===== src/rtl/prng_pkg.sv =====
// Shared xorshift32 constants, forward step and the per-frame result record for the
// PRNG stream checker.
package prng_pkg;

  localparam int unsigned XS_A          = 13;
  localparam int unsigned XS_B          = 17;
  localparam int unsigned XS_C          = 5;
  localparam int unsigned FRAME_LEN_DEF = 256;

  typedef struct packed {
    logic [31:0] seed;
    logic [8:0]  err_cnt;
    logic [7:0]  first_err_idx;
    logic        pass;
    logic        timeout;
  } result_t;

  function automatic logic [31:0] xorshift32_fwd(input logic [31:0] x);
    logic [31:0] y;
    y = x ^ (x << XS_A);
    y = y ^ (y >> XS_B);
    y = y ^ (y << XS_C);
    return y;
  endfunction

endpackage


===== src/rtl/xorshift32_inv.sv =====
// Combinational inverse of one xorshift32 (13/17/5) step: recovers x from y = fwd(x).
module xorshift32_inv
  import prng_pkg::*;
(
  input  logic [31:0] y_i,
  output logic [31:0] x_o
);

  logic [31:0] undo_c;
  logic [31:0] undo_b;

  always_comb begin
    // A left xorshift by s is undone by xoring in every multiple of s below 32.
    undo_c = '0;
    for (int k = 0; k <= 31 / int'(XS_C); k++) begin
      undo_c = undo_c ^ (y_i << (k * int'(XS_C)));
    end
    undo_b = undo_c ^ (undo_c >> XS_B);
    x_o = '0;
    for (int k = 0; k <= 31 / int'(XS_A); k++) begin
      x_o = x_o ^ (undo_b << (k * int'(XS_A)));
    end
  end

endmodule


===== config.mk =====
export PLATFORM = sky130hd
export DESIGN_NAME = xorshift32_inv
export DESIGN_NICKNAME = d
export VERILOG_FILES = /design/src/rtl/prng_pkg.sv /design/src/rtl/xorshift32_inv.sv
export SDC_FILE = /design/constraint.sdc
export NUM_CORES = 1
export LEC_CHECK = 0
export CAP_MARGIN = 20
export CORE_ASPECT_RATIO = 1.5
export CORE_MARGIN = 2
export CORE_UTILIZATION = 40
export DETAILED_ROUTE_END_ITERATION = 8
export PLACE_DENSITY = 0.95
export SLEW_MARGIN = 5
export SYNTH_ARGS = -nofsm -noshare
export SYNTH_HDL_FRONTEND = slang
export SYNTH_SLANG_ARGS = --single-unit

===== constraint.sdc =====
create_clock -name vclk -period 4.1
set_input_delay 0.82 -clock vclk [all_inputs]
set_output_delay 0.82 -clock vclk [all_outputs]
set_load 0.05 [all_outputs]

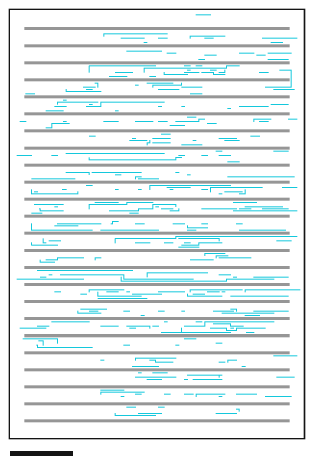
*Met1 routing*
The bar under the picture is 10 um long. Supply wires on this layer in grey.
wire length on this layer	937 um
longest straight run	19.3 um
nets with wire on the layer	162
share of all routed wire	31%
main direction	horizontal

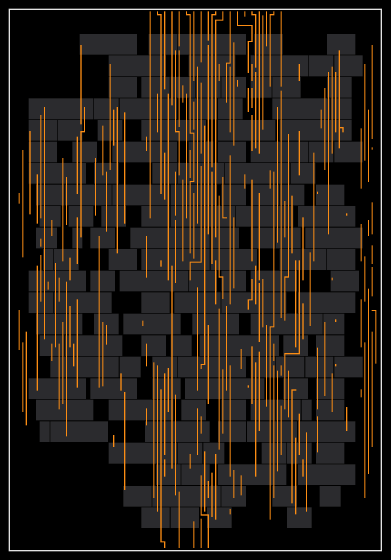
*M2 wires*
longest straight run	30.1 um
main direction	vertical
share of all routed wire	61%
wire length on this layer	1820 um

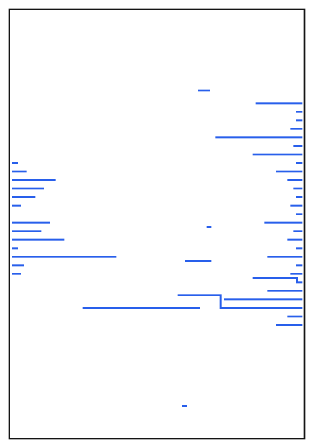
*Met3 routing*
nets with wire on the layer	43
share of all routed wire	6.5%
main direction	horizontal
wire length on this layer	195 um
via count: 835
Final Routed Wirelength: 3000 um

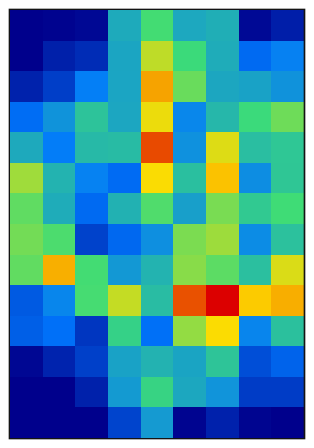
*Wiring heat map*
9 x 14 tiles, from dark blue (low) to red (high), scaled to the fullest tile. Values are wire area over tile area, all layers added.
nearly empty tiles	11%
tiles over half the peak	26%
mean over tiles	0.15
emptiest ninth of the die	lower left
fullest tile	0.41

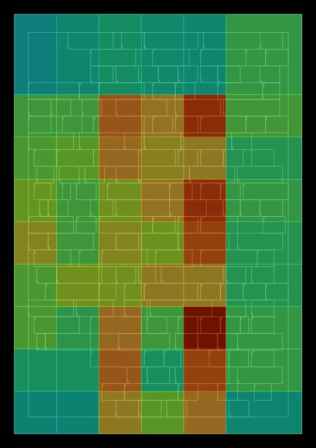
*Congestion heat map*
WL per Instance: 16.0 um
met2 Use GR: 0.409

==> results.rst <==
Synthesis and place-and-route
=============================

.. list-table::
   :header-rows: 1

   * - Metric
     - Value
   * - Run status
     - finished, final reports clean
   * - Tally of yosys warning messages
     - 0
   * - Total cell area reported by yosys after synthesis
     - 0.00110 mm2
   * - Leading post-synthesis cells by cell area
     - xnor2_1 25%, xnor3_1 16%, xor2_1 14%
   * - Buffers on Ports
     - 64
   * - WP data arrival
     - 3.00 ns
   * - Vias in the first global route
     - 949
   * - Fin crit period
     - 3.82 ns
   * - Core ar.
     - 0.00265 mm2
   * - Unrepaired setup endpoints after global routing
     - no
   * - Startpoint of the worst setup timing path
     - y_i[6]
   * - Number of DRC markers in iteration 0
     - 11
   * - Final design instance area without fill
     - 0.00201 mm2
   * - Register share after synthesis
     - 0
   * - Area growth from synthesis to layout
     - 82.8%
   * - Count of antenna-violating nets left after detailed routing
     - 0
   * - Maximum number of pins on one net before global-route repair
     - 7
   * - Initial core utilization
     - 0.416
   * - Weighted congestion reported at the end of routability-driven placement
     - 0.777
   * - Fin util
     - 0.760
   * - Die Outline Area
     - 0.00320 mm2
   * - Post-layout period usage of the worst path
     - 0.933
   * - Type of element capturing the critical path
     - output pin
   * - Floorplan net count
     - 116
   * - Netlist Area Pre-Place
     - 0.00110 mm2
   * - Relative max-transition margin
     - 0.659
   * - All-Layer GR Usage
     - 0.197
   * - Endpoint, Worst Hold
     - x_o[4]
   * - Detailed placer's ending HPWL
     - 2780 um
   * - Post-DR vias/cell
     - 4.47
   * - Gate Count Post-Synth
     - 84
   * - Part of the power in combinational logic
     - 1.000
   * - GRT overflow
     - 0
   * - Total inserted antenna cells
     - 0
   * - Worst hold path class
     - in -> out
   * - Flop count
     - 0
   * - Internal power
     - 0.853 mW
   * - Static leakage power
     - 0.928 nW
   * - Total power of the final layout
     - 1.88 mW
   * - Critical path class
     - in -> out
   * - Total count of max-transition violations in the final report
     - 0
   * - Worst Hold Launch
     - y_i[4]
   * - Number of antenna violations at the first check in global routing
     - 0
   * - Footprint of the flip-flops and latches
     - 0 um2
   * - Max Cap Violations
     - 0
   * - Count of clock buffers in the final design
     - 0
   * - Hold buffer count at cts
     - 0
   * - Net Sw Power
     - 1.03 mW
   * - First-pass detailed-route iteration total
     - 2
   * - Element type at the critical path start
     - input pin
   * - Critical path fanouts, max
     - 4
   * - Hold-critical path depth
     - 3
   * - Clock power share
     - 0
   * - Proportion of netlist area held by the largest area contributor
     - 0.255
   * - Share of layout cells above drive strength 1
     - 0.347
   * - Library cell occupying the most area in the post-synthesis netlist
     - xnor2_1
   * - DRC errors left
     - 0
   * - Most popular library cell in the synthesized design by count
     - xnor2_1
   * - Maximum resistive drop on vdd
     - 0.781 mV
   * - Part of the total power dissipated in sequential elements
     - 0
   * - Post-DP Area
     - 0.00201 mm2
   * - Number of different library cells in the post-synthesis netlist
     - 11
   * - Endpoints failing setup
     - 0
   * - Top Ports
     - 64
   * - Highest clock frequency the design can meet
     - 262 MHz
   * - Cells resized by post-CTS repair
     - 0
   * - Per-instance average area after synthesis
     - 13.1 um2
   * - Post-synth top cells
     - 32 x xnor2_1, 17 x xor2_1, 8 x xnor3_1, 6 x xnor2_2, 5 x xnor3_2
   * - First-pass GRT wire length
     - 4510 um
   * - Core Rows
     - 23
   * - Req. time, crit path
     - 3.28 ns
   * - P per Cell Area
     - 933 mW/mm2
   * - Number of hold-slack violations in the final timing report
     - 0
   * - Switching share of power
     - 0.546
   * - Least-Margin Pin Slew
     - 0.510 ns
   * - Final Net Count
     - 184
   * - Post-CTS setup buffers
     - 0
   * - Number of cell instances after yosys synthesis
     - 84
   * - Die X-Extent
     - 46.8 um
   * - Number of warnings the tools reported
     - 33
   * - Final total negative setup slack
     - 0 ns
   * - Floorplan die height
     - 68.3 um
## logic make-up (layout without fill, tap and decap cells)
logic type	Yosys count	in the layout	share of synthesized area
xor gates and xnor gates	79	79	0.980
buffers and inverters	5	71	0.0205
## placed cells by master (no fill, tap or decap), drive strengths merged
master / count
inv: 4
xor2: 20
buf: 32
xnor3: 13
clkdlybuf4s50: 35
xnor2: 41
xor3: 5
## metal layers
metal / routed length (um) / global-route usage
met1: 937 / 0.191
met2: 1820 / 0.409
met3: 195 / 0.0317
met4: 44 / 0.0313
met5: 0 / 0
## critical path: stages
cell	delay, ns
clkdlybuf4s50_1	0.56
xnor3_2	0.51
xnor3_2	0.45
xor2_2	0.22
xnor2_1	0.27
buf_12	0.18
## power groups by stage
stage	Sequential (mW)	Clock, mW	Combinational, mW
3_3_place_gp	0	0	1.87
3_5_place_dp	0	0	1.89
6_report	0	0	1.88
4_1_cts	0	0	1.89
5_1_grt	0	0	1.95
2_1_floorplan	0	0	1.05
## layout make-up
| cell class | instances | area (um2) |
|---|---|---|
| well taps | 37 | 46.3 |
| fillers | 181 | 634 |
| repair buffers | 67 | 866 |
| inverters | 4 | 15.0 |
| multi-input cells | 79 | 1090 |
## metrics by stage
| step | std cells | hold WS [ns] | worst slack, ns |
|---|---|---|---|
| finish | 187 | 2.48 | 0.276 |
| global route | 187 | 2.52 | 0.163 |
| CTS | 187 | 2.48 | 0.238 |
| detailed placement | 187 | 2.48 | 0.253 |
| global placement | 187 | 2.47 | 0.292 |
| floorplan | 84 | 1.91 | 0.188 |
## worst max-delay path by stage
stage	to	slack, ns	cells after the start
2_1_floorplan	x_o[29]	0.19	4
3_3_place_gp	x_o[26]	0.29	8
3_5_place_dp	x_o[26]	0.25	8
4_1_cts	x_o[26]	0.24	8
5_1_grt	x_o[26]	0.16	8
6_report	x_o[27]	0.28	6
Power is estimated from default activity; no workload was simulated.
